$ cat src/rtl/ofdm_rx_bit_packer.sv
// ofdm_rx_bit_packer: demaps BPSK/QPSK/16-QAM symbols to hard bits and packs them MSB first into words behind a small FIFO
module ofdm_rx_bit_packer #(
    parameter int sample_bit_width_g = 6,
    parameter int carriers_g = 48,
    parameter int out_width_g = 8,
    parameter int fifo_depth_g = 4
) (
    input  logic                                  sys_clk,
    input  logic                                  sys_init,
    input  logic [1:0]                            mode,
    input  logic [sample_bit_width_g-2:0]         qam16_level,
    input  logic signed [sample_bit_width_g-1:0]  mod_i,
    input  logic signed [sample_bit_width_g-1:0]  mod_q,
    input  logic                                  mod_valid,
    output logic                                  mod_ready,
    output logic [out_width_g-1:0]                out_data,
    output logic [$clog2(out_width_g):0]          out_nbits,
    output logic                                  out_last,
    output logic                                  out_valid,
    input  logic                                  out_ready,
    output logic [15:0]                           sym_cnt,
    output logic                                  mode_err
);
    localparam int W = sample_bit_width_g;
    localparam int OW = out_width_g;
    localparam int NW = $clog2(out_width_g) + 1;
    localparam int CW = carriers_g > 1 ? $clog2(carriers_g) : 1;
    localparam int AW = $clog2(fifo_depth_g);
    localparam int FW = AW + 1;

    // Saturating magnitude: the most negative sample maps to the largest positive value
    function automatic logic [W-2:0] mag(input logic [W-1:0] x);
        logic [W-1:0] n;
        n = -x;
        return !x[W-1] ? x[W-2:0] : (n[W-1] ? {(W-1){1'b1}} : n[W-2:0]);
    endfunction

    logic [CW-1:0] cnt;
    logic [1:0]    lmode;
    logic [1:0]    em;
    logic [OW-1:0] acc;
    logic [OW-1:0] acc_sh;
    logic [OW-1:0] w_data;
    logic [NW-1:0] nb;
    logic [NW-1:0] nb_sum;
    logic [NW-1:0] k;
    logic [3:0]    bits;
    logic          accept;
    logic          pop;
    logic          push;
    logic          wrap;
    logic          lo_i;
    logic          lo_q;
    logic [OW-1:0] mem_data [fifo_depth_g];
    logic [NW-1:0] mem_nbits [fifo_depth_g];
    logic          mem_last [fifo_depth_g];
    logic [AW-1:0] wr_ptr;
    logic [AW-1:0] rd_ptr;
    logic [FW-1:0] count;

    assign mod_ready = count < FW'(fifo_depth_g);
    assign out_valid = count != '0;
    assign out_data  = out_valid ? mem_data[rd_ptr] : '0;
    assign out_nbits = out_valid ? mem_nbits[rd_ptr] : '0;
    assign out_last  = out_valid && mem_last[rd_ptr];

    // Demap the current symbol and work out the packer's next state; the first carrier uses the live mode
    always_comb begin
        accept = mod_valid && mod_ready;
        pop    = out_valid && out_ready;
        em     = (cnt == '0) ? mode : lmode;
        lo_i   = mag(mod_i) < qam16_level;
        lo_q   = mag(mod_q) < qam16_level;
        bits   = em == 2'd0 ? {3'b000, mod_i[W-1]} :
                 em == 2'd2 ? {mod_i[W-1], lo_i, mod_q[W-1], lo_q} :
                              {2'b00, mod_i[W-1], mod_q[W-1]};
        k      = em == 2'd0 ? NW'(1) : em == 2'd2 ? NW'(4) : NW'(2);
        acc_sh = (acc << k) | OW'(bits);
        nb_sum = nb + k;
        wrap   = cnt == CW'(carriers_g - 1);
        push   = accept && (wrap || nb_sum == NW'(OW));
        w_data = acc_sh << (NW'(OW) - nb_sum);
    end

    // Packer, carrier counter, mode latch, status and FIFO pointers
    always_ff @(posedge sys_clk) begin
        if (sys_init) begin
            cnt      <= '0;
            lmode    <= 2'd1;
            acc      <= '0;
            nb       <= '0;
            wr_ptr   <= '0;
            rd_ptr   <= '0;
            count    <= '0;
            sym_cnt  <= '0;
            mode_err <= 1'b0;
        end else begin
            if (accept) begin
                cnt <= wrap ? '0 : cnt + 1'b1;
                acc <= push ? '0 : acc_sh;
                nb  <= push ? '0 : nb_sum;
                if (cnt == '0) lmode <= mode;
                if (cnt == '0 && mode == 2'd3) mode_err <= 1'b1;
                if (wrap) sym_cnt <= sym_cnt + 1'b1;
            end
            if (push) wr_ptr <= wr_ptr + 1'b1;
            if (pop) rd_ptr <= rd_ptr + 1'b1;
            count <= count + FW'(push) - FW'(pop);
        end
    end

    // FIFO storage; a slot is only read once its push has been counted
    always_ff @(posedge sys_clk) begin
        if (push && !sys_init) begin
            mem_data[wr_ptr]  <= w_data;
            mem_nbits[wr_ptr] <= nb_sum;
            mem_last[wr_ptr]  <= wrap;
        end
    end
endmodule

$ cat config.mk
export PLATFORM = sky130hd
export DESIGN_NAME = ofdm_rx_bit_packer
export DESIGN_NICKNAME = d
export VERILOG_FILES = /design/src/rtl/ofdm_rx_bit_packer.sv
export SDC_FILE = /design/constraint.sdc
export NUM_CORES = 1
export LEC_CHECK = 0
export CAP_MARGIN = 20
export CORE_UTILIZATION = 55
export CTS_CLUSTER_DIAMETER = 200
export DETAILED_ROUTE_END_ITERATION = 10
export PLACE_DENSITY = 0.75
export SYNTH_ARGS = -nofsm -noshare
export SYNTH_HDL_FRONTEND = slang
export SYNTH_SLANG_ARGS = --single-unit
$ cat constraint.sdc
create_clock -name sys_clk -period 5.9 [get_ports sys_clk]
set_clock_uncertainty 0.15 [all_clocks]
set_input_delay 0.59 -clock sys_clk [delete_from_list [all_inputs] [get_ports sys_clk]]
set_output_delay 0.59 -clock sys_clk [all_outputs]
set_load 0.01 [all_outputs]
**Run 1: power grid**

Pins as bars on the die edge.
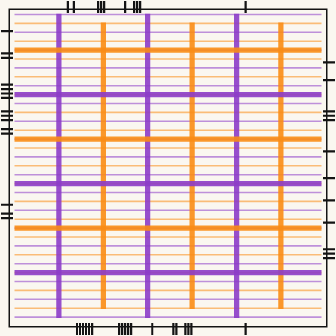
legend:
  orange:
    net: VDD
  purple:
    net: VSS
signal pins: 55
met4 straps: 6
met5 straps: 6
core region area: 8680 µm²
DIE HEIGHT: 96.6 µm

**Run 1: placement by cell class**

Scale bar: 20 µm.
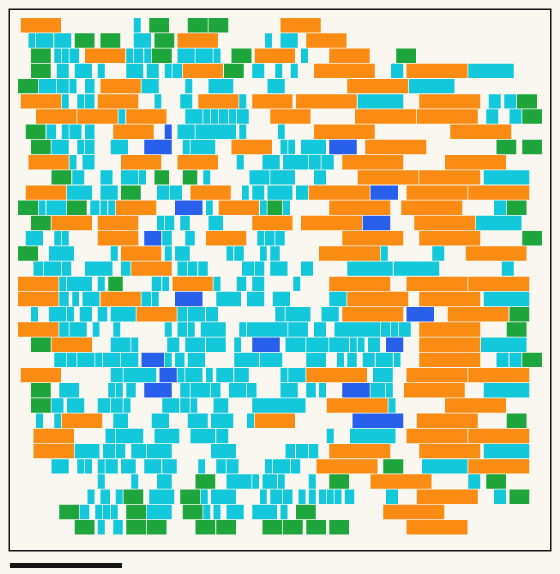
legend:
  blue:
    class: clock drivers and dummy loads
    cells: 16
    share_of_their_area: 3.6%
  orange:
    class: registers
    cells: 97
    share_of_their_area: 44%
  green:
    class: remaining buffers and delay cells
    cells: 58
    share_of_their_area: 10%
  cyan:
    class: remaining logic cells
    cells: 336
    share_of_their_area: 43%

==> results.ini, run 1 <==
[outcome]
status=finished, final reports clean

[placed_design]
place_congestion=0.891
placed_cells=599

[global_route]
grt.overflow.total=0
antenna_found_initial=0
grt_pass1_wl_mm=15.7

[layout]
inverters=30
fin_util_pct=66.4
final_area_um2=5770
final_cells=615

[power_and_ir_drop]
p_switching_w=0.000730
p_leak_nw=2.09
combPwrFrac_pct=39.4

[drt]
dr_wl_met2_mm=4.66
dr_wl_met3_um=285

[floorplan]
dieArea_um2=9330
die_x_um=96.6
tapCellCount=108

[setup_path]
critical_path_required_ns=5.74
critical_path_buf_inv_count=2
slowest_stage=and2_1
critPathArrivalTime_ns=4.63
crit_end=mem_data[1][6]

[min_path]
hold_path_class=reg2reg

[clocking]
cts-resized-gates=0
cts_buffer_depth=2

[yosys]
synth-async-reset-ratio_pct=0
common_cells=nor2_1 (55), edfxtp_1 (52), dfxtp_1 (45)
synth_area_um2=4920
top_area_share_pct=31.7
ys_area_um2=4920

[run]
tool_warnings=30

[timing]
slew_violations=0

**Run 1: routed clock nets over the placement**

Scale bar: 20 µm.
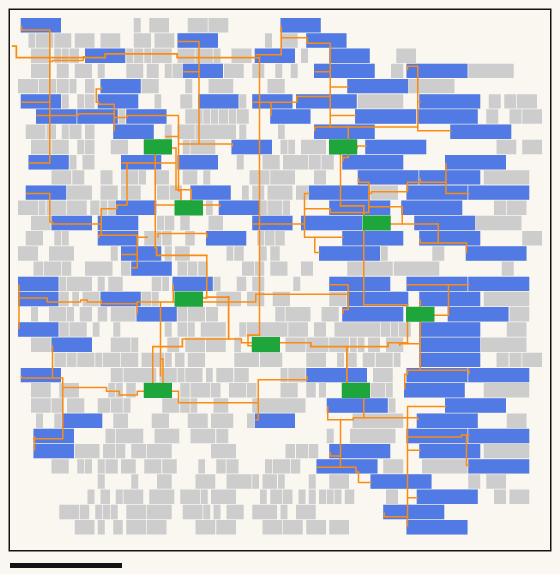
legend:
  orange:
    item: clock wires
    length: 1080 µm
  blue:
    item: flip-flops
    count: 97
  green:
    item: clock-net drivers
    count: 9
routed clock nets: 10

## run 1: registers in the layout, indices dropped and copies added (netlist names), named ones only
register	flops
mem_data	32
sym_cnt	16
wr_ptr	2
lmode	2
nb	4
mem_last	4
rd_ptr	2
acc	7
mode_err	1
cnt	6
count	3
mem_nbits	16
## run 1: cells by family after synthesis
| kind of cell | share of synthesized area [%] |
|---|---|
| flops | 50.1 |
| simple gates | 16.4 |
| buf+inv | 3.71 |
| xor+xnor | 5.52 |
| compound gates | 9.18 |
| fa+ha+maj | 6.66 |
| mux | 8.49 |
## run 1: stage by stage
step	setup slack [ns]	hold WS, ns
2_1_floorplan	1.41	0.286
3_3_place_gp	1.28	0.310
3_5_place_dp	1.14	0.313
4_1_cts	1.12	0.326
5_1_grt	0.643	0.357
6_report	1.11	0.326
==> inputs of run 2 (changes only) <==
clock period = 4.88 ns   (was 5.9 ns; I/O delays follow)
**Run 2: power grid**

Pins as bars on the die edge.
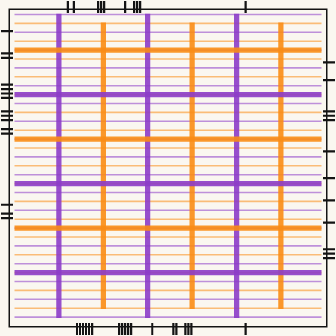
legend:
  orange:
    net: VDD
  purple:
    net: VSS
rows: 34
signal pins: 55
peak supply drop: 0.236 mV
die width: 96.6 µm

==> results.ini, run 2 <==
[outcome]
status=finished, final reports clean  ; unchanged

[layout]
inverters=30  ; unchanged
largest_register=mem_data  ; unchanged

[clocking]
cts_buffer_depth=2  ; unchanged

[placed_design]
place_congestion=0.905  ; was 0.891

[setup_path]
critPathArrivalTime_ns=4.29  ; was 4.63 ns
critical_path_buf_inv_count=3  ; was 2
slowest_stage=and2_1  ; unchanged
crit_end=mem_data[2][5]  ; was mem_data[1][6]

[global_route]
antenna_found_initial=0  ; unchanged
grt_pass1_wl_mm=16.0  ; was 15.7 mm

[drt]
dr_wl_met3_um=373  ; was 285 µm
dr_wl_met2_mm=4.69  ; was 4.66 mm

[timing]
slew_violations=0  ; unchanged
setup_ws_ns=0.432  ; was 1.11 ns

[power_and_ir_drop]
p_leak_nw=2.12  ; was 2.09 nW

[yosys]
synth-async-reset-ratio_pct=0  ; unchanged
common_cells=nor2_1 (55), edfxtp_1 (52), dfxtp_1 (45)  ; unchanged
ys_area_um2=4920  ; unchanged
top_logic_kind=simple AND/OR/NAND/NOR gates  ; unchanged

run 2: cell counts after synthesis:
No cell type changed its count.
run 2: worst min-delay path by stage:
stage	slack, ns	endpoint	startpoint	cells past startpoint
finish	0.33	acc[4]	acc[4]	2
global route	0.35	acc[4]	acc[4]	2
CTS	0.33	acc[4]	acc[4]	2
detailed placement	0.31	mode_err	mode_err	2
global placement	0.31	mode_err	mode_err	2
floorplan	0.29	nb[0]	nb[0]	2
run 2: report_power, final:
part / total, W / leakage (nW) / switching [W] / internal [W]
combinational: 0.00105 / 1.19 / 0.000538 / 0.000509
clock: 0.000511 / 0.102 / 0.000275 / 0.000236
sequential: 0.00105 / 0.835 / 0.0000633 / 0.000987
total: 0.00261 / 2.12 / 0.000877 / 0.00173
==> inputs of run 3 (changes only) <==
TNS_END_PERCENT = 100   (was not set)
**Run 3: placement by cell class**

Scale bar: 20 µm.
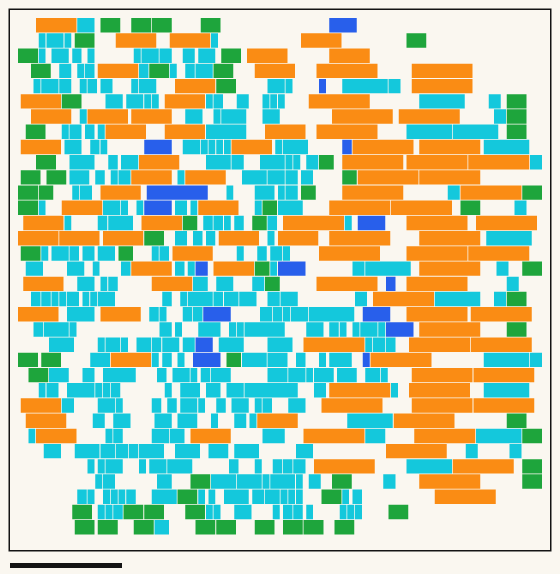
fin area: 5800 µm²
Post-Route Utilization: 66.8%
Rows: 34

==> results.ini, run 3 <==
[outcome]
status=finished, final reports clean  ; unchanged

[yosys]
mux_share_pct=8.49  ; unchanged
top_area_share_pct=31.7  ; unchanged
synth-async-reset-ratio_pct=0  ; unchanged
ys_sh_aoi_pct=9.18  ; unchanged
fa_ha_area_share_pct=6.66  ; unchanged

[power_and_ir_drop]
p_comb_w=0.00105  ; about the same
p_leak_nw=2.12  ; unchanged
seq-power_w=0.00105  ; about the same
power.share.sequential_pct=40.3  ; about the same
combPwrFrac_pct=40.1  ; about the same
ir_worst_vdd_mv=0.236  ; unchanged
power.group.top=registers  ; unchanged
pwr-share-clk_pct=19.6  ; about the same

[floorplan]
dieArea_um2=9330  ; unchanged
die_x_um=96.6  ; unchanged

[setup_path]
critical_path_required_ns=4.72  ; about the same
critPathArrivalTime_ns=4.29  ; about the same
critical_path_buf_inv_count=3  ; unchanged

[min_path]
min_from=acc[4]  ; unchanged
hold_path_class=reg2reg  ; unchanged

[clocking]
cts-resized-gates=0  ; unchanged

[layout]
top_regs=mem_data (32), mem_nbits (16), sym_cnt (16)  ; unchanged

[global_route]
grt.overflow.total=0  ; unchanged
antenna_found_initial=0  ; unchanged

[timing]
slew_violations=0  ; unchanged

[drt]
dr_wl_met3_um=373  ; unchanged

run 3: cell counts after synthesis:
No cell type changed its count.
run 3: final timing paths:
kind / depth (start not counted) / end / slack, ns
min: 2 / acc[4] / 0.33
max reg2reg: 15 / mem_data[2][5] / 0.43
max: 15 / mem_data[2][5] / 0.43
min reg2reg: 2 / acc[4] / 0.33
run 3: per-stage QoR:
step / setup WS (ns) / cell area, µm² / std cells / util [%]
after floorplan: 0.386 / 4920 / 451 / -
after global placement: 0.456 / 5610 / 606 / 64.7
after detailed placement: 0.344 / 5610 / 606 / 64.7
after CTS: 0.378 / 5800 / 622 / 66.8
after global routing: 0.141 / 5800 / 622 / 66.8
final: 0.432 / 5800 / 622 / 66.8
Power and IR drop assume default switching activity.
